**src/rtl/ram_arbiter_pkg.sv**
```systemverilog
// Shared constants, FSM encoding and the two-requester round-robin pick
// used by the RAM arbiter and its priority tracker.
package ram_arbiter_pkg;

  localparam int ADDR_W  = 4;
  localparam int DATA_W  = 8;
  localparam int NUM_REQ = 2;

  typedef enum logic {
    SERVE = 1'b0,
    CLEAR = 1'b1
  } state_e;

  // prio=1 favours requester 1 when both are valid.
  function automatic logic [NUM_REQ-1:0] rr_pick(input logic [NUM_REQ-1:0] valid,
                                                 input logic               prio);
    logic [NUM_REQ-1:0] grant;
    grant = valid;
    if (valid == 2'b11) begin
      grant = prio ? 2'b10 : 2'b01;
    end
    return grant;
  endfunction

endpackage

```
**src/rtl/ram_arbiter_rr.sv**
```systemverilog
// Round-robin grant for two requesters; priority flips only when a grant
// is issued, so an idle cycle never disturbs fairness.
module ram_arbiter_rr
  import ram_arbiter_pkg::*;
(
  input  logic               clk,
  input  logic               rst_n,
  input  logic               en_i,
  input  logic [NUM_REQ-1:0] valid_i,
  output logic [NUM_REQ-1:0] grant_o
);

  logic prio_q, prio_d;

  assign grant_o = en_i ? rr_pick(valid_i, prio_q) : '0;

  always_comb begin
    prio_d = prio_q;
    if (grant_o[0]) begin
      prio_d = 1'b1;
    end else if (grant_o[1]) begin
      prio_d = 1'b0;
    end
  end

  always_ff @(posedge clk or negedge rst_n) begin
    if (!rst_n) begin
      prio_q <= 1'b0;
    end else begin
      prio_q <= prio_d;
    end
  end

endmodule

```
**src/rtl/ram_arbiter.sv**
```systemverilog
// Two-requester front end for an external sync_ram: round-robin access in
// SERVE, a zero-fill sweep of every location in CLEAR.
module ram_arbiter #(
  parameter int ADDR_W = ram_arbiter_pkg::ADDR_W,
  parameter int DATA_W = ram_arbiter_pkg::DATA_W
) (
  input  logic              clk,
  input  logic              rst_n,
  input  logic              req0_valid,
  input  logic              req0_we,
  input  logic [ADDR_W-1:0] req0_addr,
  input  logic [DATA_W-1:0] req0_wdata,
  output logic              req0_ready,
  input  logic              req1_valid,
  input  logic              req1_we,
  input  logic [ADDR_W-1:0] req1_addr,
  input  logic [DATA_W-1:0] req1_wdata,
  output logic              req1_ready,
  output logic              rsp0_valid,
  output logic [DATA_W-1:0] rsp0_rdata,
  output logic              rsp1_valid,
  output logic [DATA_W-1:0] rsp1_rdata,
  input  logic              clear_start,
  output logic              clear_busy,
  output logic              clear_done,
  output logic              ram_we,
  output logic [ADDR_W-1:0] ram_addr,
  output logic [DATA_W-1:0] ram_din,
  input  logic [DATA_W-1:0] ram_dout
);

  import ram_arbiter_pkg::NUM_REQ;
  import ram_arbiter_pkg::state_e;
  import ram_arbiter_pkg::SERVE;
  import ram_arbiter_pkg::CLEAR;

  localparam logic [ADDR_W-1:0] LAST_ADDR = '1;

  state_e             state_q, state_d;
  logic [ADDR_W-1:0]  cnt_q, cnt_d;
  logic               clear_done_q, clear_done_d;
  logic [NUM_REQ-1:0] rsp_valid_q, rsp_valid_d;

  logic [NUM_REQ-1:0] req_valid;
  logic [NUM_REQ-1:0] req_we;
  logic [NUM_REQ-1:0] grant;
  logic [ADDR_W-1:0]  req_addr  [NUM_REQ];
  logic [DATA_W-1:0]  req_wdata [NUM_REQ];
  logic [DATA_W-1:0]  rsp_rdata [NUM_REQ];
  logic               serve_en;

  assign req_valid    = {req1_valid, req0_valid};
  assign req_we       = {req1_we, req0_we};
  assign req_addr[0]  = req0_addr;
  assign req_addr[1]  = req1_addr;
  assign req_wdata[0] = req0_wdata;
  assign req_wdata[1] = req1_wdata;

  // rst_n is folded in so the combinational outputs drop the instant reset asserts.
  assign serve_en = rst_n && (state_q == SERVE);

  ram_arbiter_rr u_rr (
    .clk     (clk),
    .rst_n   (rst_n),
    .en_i    (serve_en),
    .valid_i (req_valid),
    .grant_o (grant)
  );

  assign req0_ready = grant[0];
  assign req1_ready = grant[1];

  always_ff @(posedge clk or negedge rst_n) begin
    if (!rst_n) begin
      state_q <= SERVE;
    end else begin
      state_q <= state_d;
    end
  end

  always_comb begin
    state_d = state_q;
    case (state_q)
      SERVE:   if (clear_start)        state_d = CLEAR;
      CLEAR:   if (cnt_q == LAST_ADDR) state_d = SERVE;
      default: state_d = SERVE;
    endcase
  end

  always_comb begin
    ram_we     = 1'b0;
    ram_addr   = '0;
    ram_din    = '0;
    clear_busy = 1'b0;
    if (rst_n) begin
      if (state_q == CLEAR) begin
        ram_we     = 1'b1;
        ram_addr   = cnt_q;
        clear_busy = 1'b1;
      end else begin
        for (int i = 0; i < NUM_REQ; i++) begin
          if (grant[i]) begin
            ram_we   = req_we[i];
            ram_addr = req_addr[i];
            ram_din  = req_wdata[i];
          end
        end
      end
    end
  end

  always_comb begin
    cnt_d = cnt_q;
    if (state_q == CLEAR) begin
      cnt_d = (cnt_q == LAST_ADDR) ? '0 : cnt_q + 1'b1;
    end
    clear_done_d = (state_q == CLEAR) && (cnt_q == LAST_ADDR);
    rsp_valid_d  = grant & ~req_we;
  end

  // The response flag is kept across the SERVE->CLEAR switch so a read
  // granted alongside clear_start is still answered.
  always_ff @(posedge clk or negedge rst_n) begin
    if (!rst_n) begin
      cnt_q        <= '0;
      clear_done_q <= 1'b0;
      rsp_valid_q  <= '0;
    end else begin
      cnt_q        <= cnt_d;
      clear_done_q <= clear_done_d;
      rsp_valid_q  <= rsp_valid_d;
    end
  end

  genvar gi;
  generate
    for (gi = 0; gi < NUM_REQ; gi++) begin : g_rsp
      assign rsp_rdata[gi] = rsp_valid_q[gi] ? ram_dout : '0;
    end
  endgenerate

  assign clear_done = clear_done_q;
  assign rsp0_valid = rsp_valid_q[0];
  assign rsp1_valid = rsp_valid_q[1];
  assign rsp0_rdata = rsp_rdata[0];
  assign rsp1_rdata = rsp_rdata[1];

endmodule
```
**config.mk**
```make
export PLATFORM = sky130hd
export DESIGN_NAME = ram_arbiter
export DESIGN_NICKNAME = d
export VERILOG_FILES = /design/src/rtl/ram_arbiter_pkg.sv /design/src/rtl/ram_arbiter_rr.sv /design/src/rtl/ram_arbiter.sv
export SDC_FILE = /design/constraint.sdc
export NUM_CORES = 1
export LEC_CHECK = 0
export ABC_AREA = 1
export CAP_MARGIN = 20
export CORE_ASPECT_RATIO = 1.75
export CORE_MARGIN = 1
export CORE_UTILIZATION = 31
export DETAILED_ROUTE_END_ITERATION = 6
export HOLD_SLACK_MARGIN = 0.02
export PLACE_DENSITY = 0.81
export REMOVE_ABC_BUFFERS = 1
export SLEW_MARGIN = 20
export SYNTH_ARGS = -nofsm -noshare
export SYNTH_HDL_FRONTEND = slang
export SYNTH_HIERARCHICAL = 1
export SYNTH_SLANG_ARGS = --single-unit
export TNS_END_PERCENT = 1
```
**constraint.sdc**
```tcl
create_clock -name clk -period 2.5 [get_ports clk]
set_clock_uncertainty 0.15 [all_clocks]
set_input_delay 0.75 -clock clk [delete_from_list [all_inputs] [get_ports clk]]
set_output_delay 0.75 -clock clk [all_outputs]
set_load 0.05 [all_outputs]
```
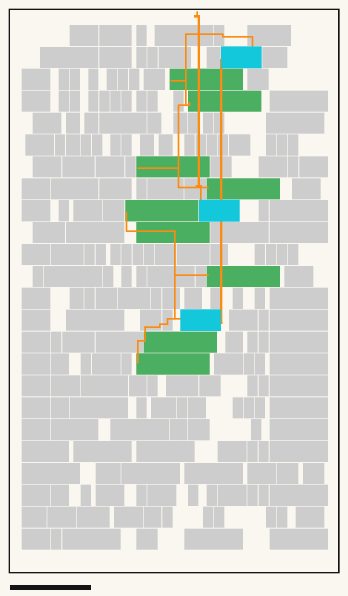
Fig. 1. Clock network drawn from the DEF (run 1).
Bar = 10 um.
legend:
  green:
    item: flip-flops
    count: 9
  orange:
    item: clock wires
    length: 148 um
  cyan:
    item: clock drivers
    count: 3
routed clock nets: 4
clock share of power: 16.5%
Latency at later pin: 0.24 ns
P_clk: 0.171 mW

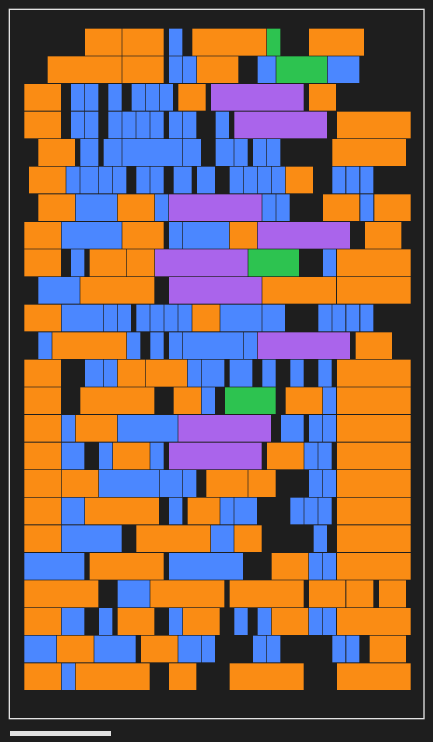
Fig. 2. Placed cells, one color a class (run 1).
Bar = 10 um.
legend:
  blue:
    class: combinational and other logic
    cells: 129
  orange:
    class: remaining buffers and delay cells
    cells: 86
  purple:
    class: sequential cells
    cells: 9
  green:
    class: clock drivers and dummy loads
    cells: 4
final core occ: 84.7%
Final Instance Area: 2110 um^2
row cnt: 24

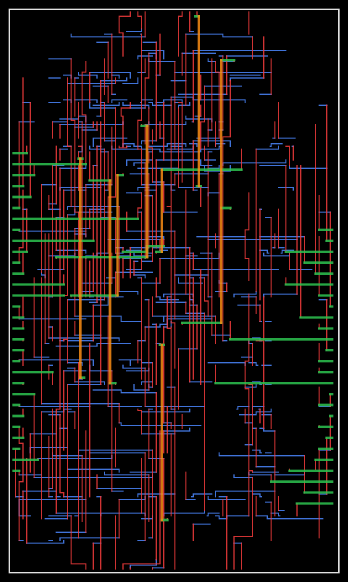
Fig. 3. Metal layers overlaid (run 1).
legend:
  orange:
    layer: metal 4
    wire_length: 169 um
  blue:
    layer: metal 1
    wire_length: 1030 um
  red:
    layer: metal 2
    wire_length: 1900 um
  green:
    layer: metal 3
    wire_length: 215 um
Avg WL per Cell: 13.1 um
Routed Wire Length: 3320 um
total track usage: 23.5%

==> reports/qor.csv, run 1 <==
metric,value,unit
R2R Setup Slk,1.20,ns
Pint,0.566,mW
GP Congestion,0.786,
"Seq share, synth",27.6,%
Post-DP Area,1850,um^2
CORE AREA,2490,um^2
"Req. time, crit path",1.60,ns
Synth area leader,nand2_1,
setup violators final,14,
max-slew violations,0,
share of cells above drive strength 1,35.5,%
failing checks,setup timing,
Synth Warn #,6,
Detail Route Antenna Nets,0,
Cells after Synth,144,
IO buf count,73,
Power Total,1.04,mW
area figure in the yosys stat output,815,um^2
Num Clock Sinks,9,
dpl ws,-0.877,ns
Final Critical Period,2.89,ns
Log Warnings,27,
Leak,1.05,nW
routed vias/inst,4.81,
DIE AREA,2840,um^2
Total Nets Final,269,
RSZ-0062 raised after global routing,yes,
Slew headroom,67.2,%
max-cap violations,0,
Critical Path AT,1.99,ns
status,"finished, violations left",
maximum clock rate,347,MHz
synthesized area per cell,5.66,um^2
drt initial violations,32,
"CTS clk-pin slew, worst paths",0.04,ns
Top area cell types,"nand2_1 (32%), dfrtp_1 (28%), inv_1 (12%)",
pwr/cell area,493,nW/um^2
CTS tree,built,
Hold Path Class,in -> async,
Cell variety after synth,15,
Sw Ratio,45.6,%
vias in the first global route,1214,
Clock Path Buffers,2,
global-route wire length before repair,4710,um
reg2reg end,rsp_valid_q[1]$_DFF_PN0_,
post-synthesis cell area,815,um^2
Root Driver,clkbuf_8,
yosys cell count,144,
Logic pwr share,59.2,%
ys flops,9,
drt drc,0,
Max-area cell share,32.3,%
Detailed Routing Iterations Pass 1,4,
total gr overflow,0,
"Max FO, Critical Path",8,
Pre-Place Util,32.7,%
Die H,69.8,um
Final WS setup,-0.385,ns
sw power,0.475,mW
ANT cells,0,
Final Hold Fails,0,
post-DP HPWL,2080,um
I/O pins,74,
Area growth syn-to-layout,159,%
## run 1: power by group through the flow
stage / logic [mW] / registers (mW) / clock network [mW]
2_1_floorplan: 0.292 / 0.258 / 0
3_3_place_gp: 0.515 / 0.252 / 0
3_5_place_dp: 0.528 / 0.250 / 0
4_1_cts: 0.576 / 0.250 / 0.176
5_1_grt: 0.657 / 0.260 / 0.180
6_report: 0.616 / 0.254 / 0.171
## run 1: timing repair
item,CTS,global route
cloned,1,0
pin swaps,10,12
resized,41,16
endpoints found under the hold margin,0,0
setup buffers,3,2
hold buffers,0,0
setup endpoints to repair,16,15
## run 1: logic make-up after synthesis
logic type,synth area share (%)
AND/OR/NAND/NOR,44.5
buffers and inverters,18.4
XOR/XNOR,1.08
AND-OR/OR-AND,6.76
adder cells (fa/ha/maj),1.54
flip-flops,27.7
## run 1: layout make-up
| type | count | area (um^2) |
|---|---|---|
| repair buffers | 86 | 1120 |
| well taps | 26 | 32.5 |
| multi-input cells | 101 | 578 |
| clock buffers | 4 | 45.0 |
| inverters | 28 | 110 |
| flip-flops and latches | 9 | 225 |
| fillers | 134 | 380 |
## run 1: cells in the mapped netlist
| master | n |
|---|---|
| nand2_1 | 70 |
| xor2_1 | 1 |
| clkbuf_1 | 2 |
| a21oi_1 | 9 |
| o21ai_0 | 2 |
| buf_4 | 2 |
| dfrtp_1 | 9 |
| nand3_1 | 7 |
| nor2_8 | 1 |
| inv_2 | 2 |
| nor2_4 | 1 |
| inv_1 | 26 |
| ha_1 | 1 |
| buf_6 | 2 |
| nor2_1 | 9 |
## run 1: worst max-delay path, cell delays in order
cell	delay, ns
dlygate4sd2_1	0.26
nand2_1	0.08
nand2_2	0.07
inv_2	0.10
inv_4	0.06
nor2_8	0.21
nand2_2	0.08
a21oi_2	0.20
buf_12	0.16
## run 1: placed cells by master, fill, tap and decap left out, drive strengths merged
cell	instances
xor2	1
dfrtp	9
clkbuf	4
nand3	7
o21ai	2
a21oi	9
ha	1
nor2	11
dlygate4sd2	1
inv	28
clkdlybuf4s50	36
nand2	70
buf	48
clkdlybuf4s15	1
## run 1: flip-flops by register name, indices dropped and copies added (netlist names)
name,count
cnt_q,4
rsp_valid_q,2
clear_done,1
state_q,1
u_rr/prio_q,1
## run 1: metal layers
metal | GRT usage (%) | share of wire, % | up-vias
met5 | 0 | 0 | -
met4 | 13.3 | 5.1 | 0
met3 | 2.88 | 6.5 | 17
li1 | - | - | 588
met2 | 44.6 | 57 | 75
met1 | 19.8 | 31 | 542
## run 1: worst max-delay path by stage
stage | start | end | depth (start not counted)
after CTS | rst_n | ram_din[0] | 12
after detailed placement | rst_n | ram_din[0] | 9
after global placement | rst_n | ram_din[6] | 9
final | req1_valid | ram_din[7] | 9
after floorplan | rst_n | ram_din[6] | 6
after global routing | rst_n | ram_din[7] | 12
## run 1: stage by stage
step                      setup TNS (ns)  hold WS, ns
final                              -4.10        0.279
after global routing               -5.07        0.286
after CTS                          -3.24        0.276
after detailed placement          -11.77        0.354
after global placement            -11.27        0.345
after floorplan                   -25.91        0.304
Fig. 4: run 1, power grid
Bar = 10 um. Pins as bars on the die edge.
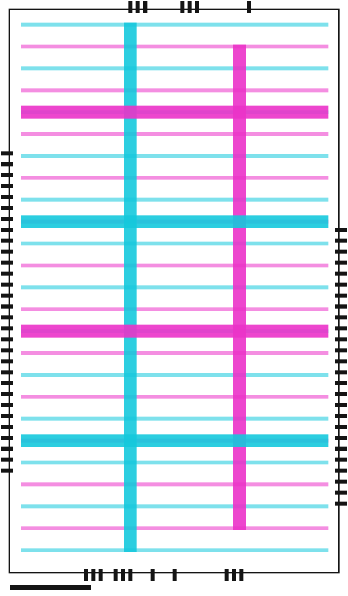

## Run 2: what changed since run 1
--- a/config.mk
+++ b/config.mk
@@ -7,8 +7,7 @@
 export LEC_CHECK = 0
 export ABC_AREA = 1
 export CAP_MARGIN = 20
-export CORE_ASPECT_RATIO = 1.75
-export CORE_MARGIN = 1
+export CORE_ASPECT_RATIO = 0.75
 export CORE_UTILIZATION = 31
 export DETAILED_ROUTE_END_ITERATION = 6
 export HOLD_SLACK_MARGIN = 0.02
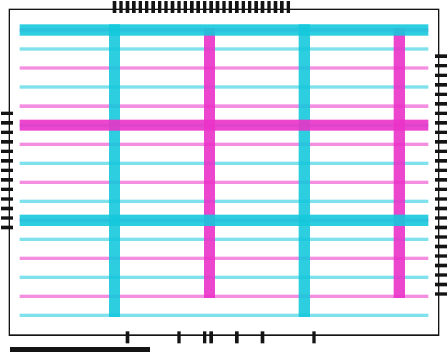
Fig. 5. Power grid (run 2).
Bar = 20 um. Pins as bars on the die edge.
legend:
  magenta:
    net: VDD
  cyan:
    net: VSS
rows: 15
met1 rails: 16
signal pins: 74
met5 straps: 3
met4 straps: 4
VDD IR-drop max: 0.000674 V
Die X: 61.2 um

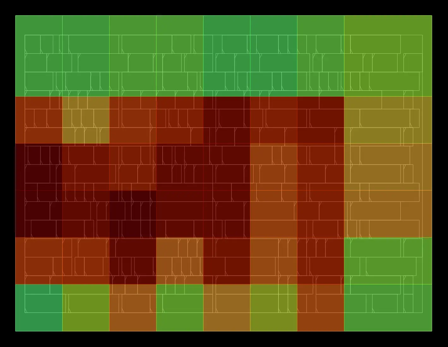
Fig. 6. Routing congestion map (run 2).
GR Util met1: 38.7%
met2 usage: 58.5%

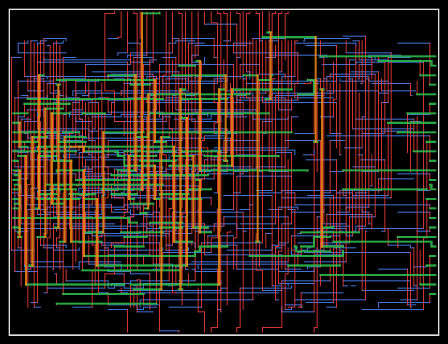
Fig. 7. Metal layers overlaid (run 2).
legend:
  blue:
    layer: metal 1
    wire_length: 2030 um
  red:
    layer: metal 2
    wire_length: 2930 um
  green:
    layer: metal 3
    wire_length: 741 um
  orange:
    layer: metal 4
    wire_length: 500 um
vias: 1603
Routed Wire Length: 6200 um
total track usage: 34.1%
Avg WL per Cell: 22.2 um

==> run 2 against run 1 <==
Effect of this change:
- cell count is 9.8% higher
- critical endpoint is now ram_din[3]
- global-route usage is 11 points higher
- flip-flop count stayed put
- critical path type unchanged
- utilization is 9.6 points higher
- the flow still finishes with violations (setup timing)
- worst setup slack worse by 0.19 ns
==> reports/qor.csv, run 2 <==
metric,value,unit
status,"finished, violations left",
failing checks,setup timing,
biggest regs,"cnt_q (4), rsp_valid_q (2)",
crit-path cells,buf_8 > inv_6 > nor2_4 > nand2_1 > inv_1 > nand2_2 > inv_2 > inv_4 > nor2_8 > nand2_2 > a21oi_4 > buf_12,
Detail Route Antenna Nets,0,
CP Launch Point,rst_n,
Final Critical Period,3.08,ns
Adders+Majority by Area,1.54,%
row cnt,15,
Latency at later pin,0.28,ns
Area growth syn-to-layout,176,%
drt initial violations,179,
yosys cell count,144,
maximum clock rate,325,MHz
yosys xor share,1.08,%
Root Driver,clkbuf_4,
"Max FO, Critical Path",8,
Post-synth EDFFs,0,
Post-synth ARST share,100,%
Hold Path Class,in -> async,
Post-synth top cells,"nand2_1 (70), inv_1 (26), a21oi_1 (9), dfrtp_1 (9), nor2_1 (9)",
Total Nets Final,286,
share of cells above drive strength 1,40.0,%
drt drc,0,
pwr/cell area,504,nW/um^2
Cell variety after synth,15,
Complex Gates by Area,6.76,%
ANT cells,0,
Dominant comb cell,simple AND/OR/NAND/NOR gates,
routed vias/inst,5.75,
"CTS clk-pin slew, worst paths",0.08,ns
Worst Hold Margin,0.306,ns
Final Hold Fails,0,
Log Warnings,27,
slowest CP cell,nor2_8,
setup violators final,20,
max reg flops,4,
Clock Path Buffers,2,
ys flops,9,
area figure in the yosys stat output,815,um^2
main flop type,dfrtp_1,
Cells after Synth,144,
"Req. time, crit path",1.60,ns
"Seq share, synth",27.6,%
"most used cell, CP",nand2_2,
buffers and inverters on the worst path,6,
Max-area cell share,32.3,%
"AND/OR/NAND/NOR Cells, Area Fraction",44.5,%
total gr overflow,0,
Critical Path AT,2.18,ns
post-DP HPWL,2550,um
pin count of the biggest net entering global routing,11,
Mux area share,0,%
DIE AREA,2840,um^2
post-synthesis cell area,815,um^2
dpl ws,-0.925,ns
Fill cells,69,
Leak,1.12,nW
global-route wire length before repair,6770,um
Power Total,1.13,mW
RSZ-0062 raised after global routing,yes,
IO buf count,73,
CP max stage delay,0.25,ns
GP Congestion,0.878,
max-cap violations,0,
"CP delay by family, top",simple AND/OR/NAND/NOR gates,
CTS tree,built,
most common logic cell in the routed design,nand2_1,
CORE AREA,2380,um^2
most frequent cells in the layout,"nand2_1 (59), clkdlybuf4s50_1 (36), buf_12 (28), buf_4 (27), inv_1 (22)",
Synth area leader,nand2_1,
Pre-Place Util,34.2,%
synthesized area per cell,5.66,um^2
Num Clock Sinks,9,
max-slew violations,0,
Final WS setup,-0.579,ns
Top area cell types,"nand2_1 (32%), dfrtp_1 (28%), inv_1 (12%)",
Synth Warn #,6,
Slew headroom,66.0,%
Yosys top cell by instances,nand2_1,
[run 2: cell counts after synthesis]
No cell type changed its count.
[run 2: area by class of cell]
cell class / instances / area, um^2 / share of cell area, %
Inverter: 28 / 113 / 5.01
Tap cell: 34 / 42.5 / 1.89
Sequential cell: 9 / 225 / 10.0
Timing Repair Buffer: 103 / 1250 / 55.8
Multi-Input combinational cell: 101 / 588 / 26.1
Clock buffer: 4 / 26.3 / 1.17
[run 2: report_power, final]
group / internal [mW] / switching (mW) / leakage (nW)
logic: 0.287 / 0.450 / 0.993
registers: 0.196 / 0.0723 / 0.111
clock network: 0.0620 / 0.0657 / 0.0150
[run 2: worst paths after layout]
check                                            to  slack, ns  cells after the start
hold reg to reg                cnt_q[2]$_DFFE_PN0P_       0.48                      2
setup reg to reg            u_rr/prio_q$_DFFE_PN0P_      -0.33                     19
min in group clk               cnt_q[2]$_DFFE_PN0P_       0.48                      2
max in group asynchronous  rsp_valid_q[0]$_DFF_PN0_       1.76                      3
setup / recovery                         ram_din[3]      -0.58                     12
hold / removal                 cnt_q[2]$_DFFE_PN0P_       0.31                      3
[run 2: timing repair]
action	in CTS	in global routing
hold buffers	0	0
pin swaps	13	17
gates resized	45	17
setup buffers	16	2
endpoints found under the setup margin	16	17
[run 2: metrics by stage]
stage,setup TNS [ns],util (%),area [um^2]
final,-7.37,94.4,2250
after global routing,-7.38,94.4,2250
after CTS,-3.51,90.3,2150
after detailed placement,-12.51,79.6,1900
after global placement,-11.22,79.6,1900
after floorplan,-25.91,-,769
[run 2: cell families after synthesis]
kind of cell | Yosys count
AND-OR/OR-AND | 11
adder cells (fa/ha/maj) | 1
XOR/XNOR | 1
AND/OR/NAND/NOR | 88
flip-flops | 9
buffers and inverters | 34
[run 2: worst register-to-register path, stage by stage, from the launching register on]
cell and delay (ns):
dfrtp_1 0.42, nor2_4 0.16, nand2_1 0.10, inv_1 0.10, nand2_2 0.08, buf_4 0.14, buf_4 0.12, buf_4 0.12
buf_4 0.12, buf_4 0.12, buf_4 0.12, buf_4 0.12, buf_4 0.13, buf_4 0.13, buf_4 0.12, buf_4 0.12
buf_4 0.12, buf_4 0.13, buf_6 0.11, nand2_2 0.05
[run 2: per-layer routing]
metal / track usage, % / wire [um] / up-vias
met5: 0 / 0 / -
li1: - / - / 626
met4: 17.3 / 500 / 0
met2: 58.5 / 2930 / 189
met3: 10.1 / 740 / 69
met1: 38.7 / 2030 / 719
Fig. 8: run 2, clock network drawn from the DEF
Bar = 20 um.
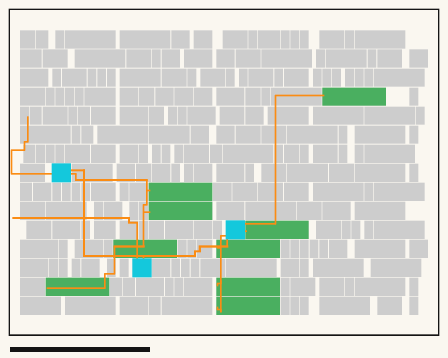

## Run 3: what changed since run 2
--- a/config.mk
+++ b/config.mk
@@ -10,6 +10,7 @@
 export CORE_ASPECT_RATIO = 0.75
 export CORE_UTILIZATION = 31
 export DETAILED_ROUTE_END_ITERATION = 6
+export GPL_ROUTABILITY_DRIVEN = 0
 export HOLD_SLACK_MARGIN = 0.02
 export PLACE_DENSITY = 0.81
 export REMOVE_ABC_BUFFERS = 1
==> constraint.sdc (replaced) <==
create_clock -name clk -period 3.5 [get_ports clk]
set_clock_uncertainty 0.15 [all_clocks]
set_input_delay 1.05 -clock clk [delete_from_list [all_inputs] [get_ports clk]]
set_output_delay 1.05 -clock clk [all_outputs]
set_load 0.05 [all_outputs]
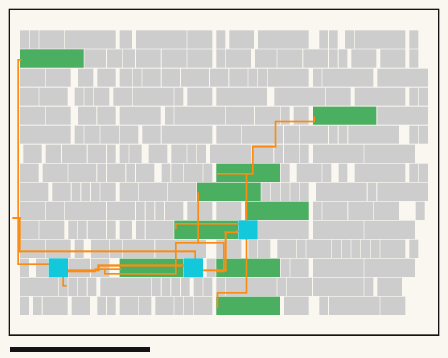
Fig. 9. Clock network drawn from the DEF (run 3).
Bar = 20 um.
legend:
  green:
    item: flip-flops
    count: 9
  orange:
    item: clock wires
    length: 206 um
  cyan:
    item: clock drivers
    count: 3
routed clock nets: 4
P_clk: 0.0953 mW
Latency at later pin: 0.28 ns
clock share of power: 11.9%

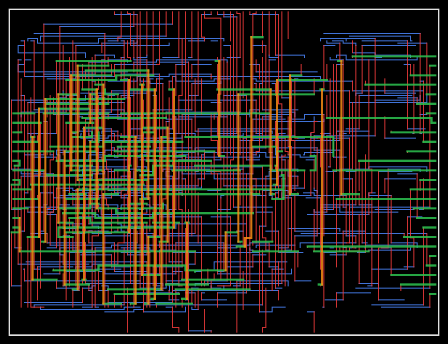
Fig. 10. Metal layers overlaid (run 3).
legend:
  orange:
    layer: metal 4
    wire_length: 592 um
  red:
    layer: metal 2
    wire_length: 2790 um
  green:
    layer: metal 3
    wire_length: 846 um
  blue:
    layer: metal 1
    wire_length: 1960 um
Avg WL per Cell: 22.0 um
total track usage: 34.0%
vias: 1592

==> run 3 against run 2 <==
Effect of this change:
- the flow still finishes with violations (setup timing)
- register-to-register slack better by 0.57 ns
- global-route usage is 0.099 points lower
- routed wire length fell by 0.21%
- utilization is 0.42 points lower
- cell count rose by 0.72%
- critical path depth rose by 1
- synthesized area unchanged
- die area is the same
- total power down 29%
- synthesized cell count unchanged
- combinational power down 32%
- design area down 0.44%
- largest cell class unchanged
- largest power group unchanged
==> reports/qor.csv, run 3 <==
metric,value,unit
ys flops,9,
Worst Reg2Reg Path Length in Cells,20,
Final Hold Fails,0,
FF-to-FF Start,state_q$_DFF_PN0_,
pwr/cell area,358,nW/um^2
Leak,1.12,nW
Routed Wire Length,6180,um
slowest CP cell,buf_4,
share of cells above drive strength 1,39.7,%
Biggest register,cnt_q,
R2R Setup Slk,0.24,ns
biggest regs,"cnt_q (4), rsp_valid_q (2)",
CTS Hold Buffers Added,0,
Pre-Place Util,34.2,%
max-cap violations,0,
"Max FO, Critical Path",5,
yosys cell count,144,
Worst path depth,13,
Post-synth top cells,"nand2_1 (70), inv_1 (26), a21oi_1 (9), dfrtp_1 (9), nor2_1 (9)",
Post-synth EDFFs,0,
Complex Gates by Area,6.76,%
Worst Hold Margin,0.495,ns
Critical Path AT,2.37,ns
Max-area cell share,32.3,%
buffers and inverters on the worst path,6,
Final WS setup,-0.0732,ns
Power Total,0.801,mW
most common logic cell in the routed design,nand2_1,
Sw Ratio,52.6,%
row cnt,15,
reg2reg end,u_rr/prio_q$_DFFE_PN0P_,
Root Driver,clkbuf_4,
Cells after Synth,144,
CTS H-Tree Depth,1,
CTS tree,built,
DIE AREA,2840,um^2
Detail Route Antenna Nets,0,
fin cells,281,
Pint,0.380,mW
Startpoint Class,primary input,
sw power,0.421,mW
failing checks,setup timing,
max reg flops,4,
drt initial violations,185,
"Req. time, crit path",2.30,ns
"AND/OR/NAND/NOR Cells, Area Fraction",44.5,%
area figure in the yosys stat output,815,um^2
yosys xor share,1.08,%
Fill cells,73,
"CP delay by family, top",simple AND/OR/NAND/NOR gates,
Logic pwr share,62.3,%
initial antenna violation count,0,
Inserted Clock Buffers,3,
CP max stage delay,0.17,ns
ANT cells,0,
setup violators final,10,
main flop type,dfrtp_1,
IO buf count,73,
Cell variety after synth,15,
post-DP HPWL,2600,um
Synth area leader,nand2_1,
maximum clock rate,280,MHz
crit-path cells,buf_8 > inv_4 > nor2_4 > nand2_2 > inv_2 > nand2_4 > inv_4 > buf_4 > nand3_1 > nand2_1 > nand2_1 > nand2_1 > buf_6,
Log Warnings,26,
VDD IR-drop max,0.000511,V
Die X,61.2,um
Top area cell types,"nand2_1 (32%), dfrtp_1 (28%), inv_1 (12%)",
Adders+Majority by Area,1.54,%
Post-synth ARST share,100,%
Num Clock Sinks,9,
Total Nets Final,288,
Seq pwr share,25.8,%
final core occ,94.0,%
critical path class,in -> out,
Detailed Routing Iterations Pass 1,6,
Final Critical Period,3.57,ns
synthesized area per cell,5.66,um^2
global-route wire length before repair,6690,um
"Seq share, synth",27.6,%
"CTS clk-pin slew, worst paths",0.07,ns
RSZ-0062 raised after global routing,yes,
Placed Cells,254,
I/O pins,74,
most frequent cells in the layout,"nand2_1 (58), clkdlybuf4s50_1 (38), buf_4 (33), buf_12 (28), inv_1 (23)",
max-slew violations,0,
Slew headroom,67.1,%
Hold Path Class,reg -> reg,
status,"finished, violations left",
Clock Path Buffers,2,
drt drc,0,
Mux area share,0,%
pin count of the biggest net entering global routing,11,
Synth Warn #,6,
Slew @ Worst Pin,0.492,ns
worst setup path end,ram_addr[2],
total gr overflow,0,
Final period util,102,%
CP Launch Point,rst_n,
"most used cell, CP",nand2_1,
vias in the first global route,1394,
Dominant comb cell,simple AND/OR/NAND/NOR gates,
post-synthesis cell area,815,um^2
routed vias/inst,5.67,
Area growth syn-to-layout,175,%
Yosys top cell by instances,nand2_1,
Critical Path End Type,output pin,
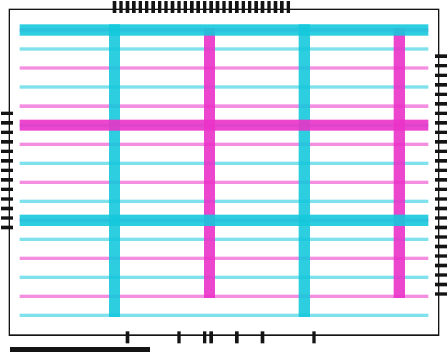
Fig. 11. Power grid (run 3).
Bar = 20 um. Pins as bars on the die edge.
legend:
  cyan:
    net: VSS
  magenta:
    net: VDD
met4 straps: 4
signal pins: 74
CORE AREA: 2380 um^2
Die H: 46.4 um

-- run 3: logic make-up (layout without fill, tap and decap cells) --
kind of cell    count (synthesis)  after routing
xor+xnor                        1              1
flops                           9              9
compound gates                 11             11
fa+ha+maj                       1              1
buf+inv                        34            137
simple gates                   88             88
-- run 3: worst reg2reg max path, stage by stage, from the launching register on --
cell and delay (ns):
dfrtp_1 0.53, nor2_4 0.21, nand2_2 0.11, buf_4 0.15, buf_4 0.13, buf_4 0.13
buf_4 0.12, buf_4 0.12, buf_4 0.12, buf_4 0.13, buf_4 0.13, buf_4 0.13
buf_4 0.13, buf_4 0.14, buf_4 0.13, buf_4 0.13, buf_4 0.13, buf_4 0.13
buf_4 0.12, nand2_1 0.05, nand2_1 0.08
-- run 3: final cells by class --
class / instances / area (um^2) / share of cell area [%]
flip-flops and latches: 9 / 225 / 10.1
clock buffers: 4 / 26.3 / 1.17
multi-input cells: 101 / 581 / 25.9
repair buffers: 105 / 1250 / 55.9
well taps: 34 / 42.5 / 1.90
inverters: 28 / 113 / 5.03
-- run 3: repair_timing --
action | CTS | global route
resized | 31 | 23
setup buffers | 19 | 4
gates cloned | 0 | 0
endpoints found under the setup margin | 15 | 14
pin swaps | 13 | 9
-- run 3: power groups by stage --
stage          combinational [mW]  sequential (mW)  clock, mW
6_report                    0.499            0.207     0.0953
5_1_grt                     0.513            0.203     0.0974
4_1_cts                     0.411            0.185     0.0837
3_5_place_dp                0.376            0.186          0
3_3_place_gp                0.364            0.183          0
2_1_floorplan               0.209            0.184          0
-- run 3: stage by stage --
stage / setup TNS [ns] / instance area (um^2) / setup slack, ns
after floorplan: -19.61 / 769 / -1.52
final: -0.258 / 2240 / -0.0732
after detailed placement: -5.38 / 1880 / -0.446
after global placement: -4.29 / 1880 / -0.376
after CTS: 0 / 2120 / 0.0621
after global routing: -0.364 / 2240 / -0.0588
-- run 3: per-layer routing --
metal,track usage (%),share of wire [%]
met5,0,0
met4,17.7,9.6
met3,12.1,14
met2,58.0,45
met1,37.5,32
-- run 3: worst min-delay path by stage --
stage / endpoint / slack (ns) / cells after the start / startpoint
after global routing: cnt_q[1]$_DFFE_PN0P_ / 0.50 / 2 / cnt_q[1]$_DFFE_PN0P_
after floorplan: u_rr/prio_q$_DFFE_PN0P_ / 0.32 / 2 / u_rr/prio_q$_DFFE_PN0P_
after detailed placement: u_rr/prio_q$_DFFE_PN0P_ / 0.36 / 2 / u_rr/prio_q$_DFFE_PN0P_
after CTS: u_rr/prio_q$_DFFE_PN0P_ / 0.38 / 2 / u_rr/prio_q$_DFFE_PN0P_
after global placement: u_rr/prio_q$_DFFE_PN0P_ / 0.36 / 2 / u_rr/prio_q$_DFFE_PN0P_
final: cnt_q[1]$_DFFE_PN0P_ / 0.50 / 2 / cnt_q[1]$_DFFE_PN0P_
Power is estimated from default activity; no workload was simulated.
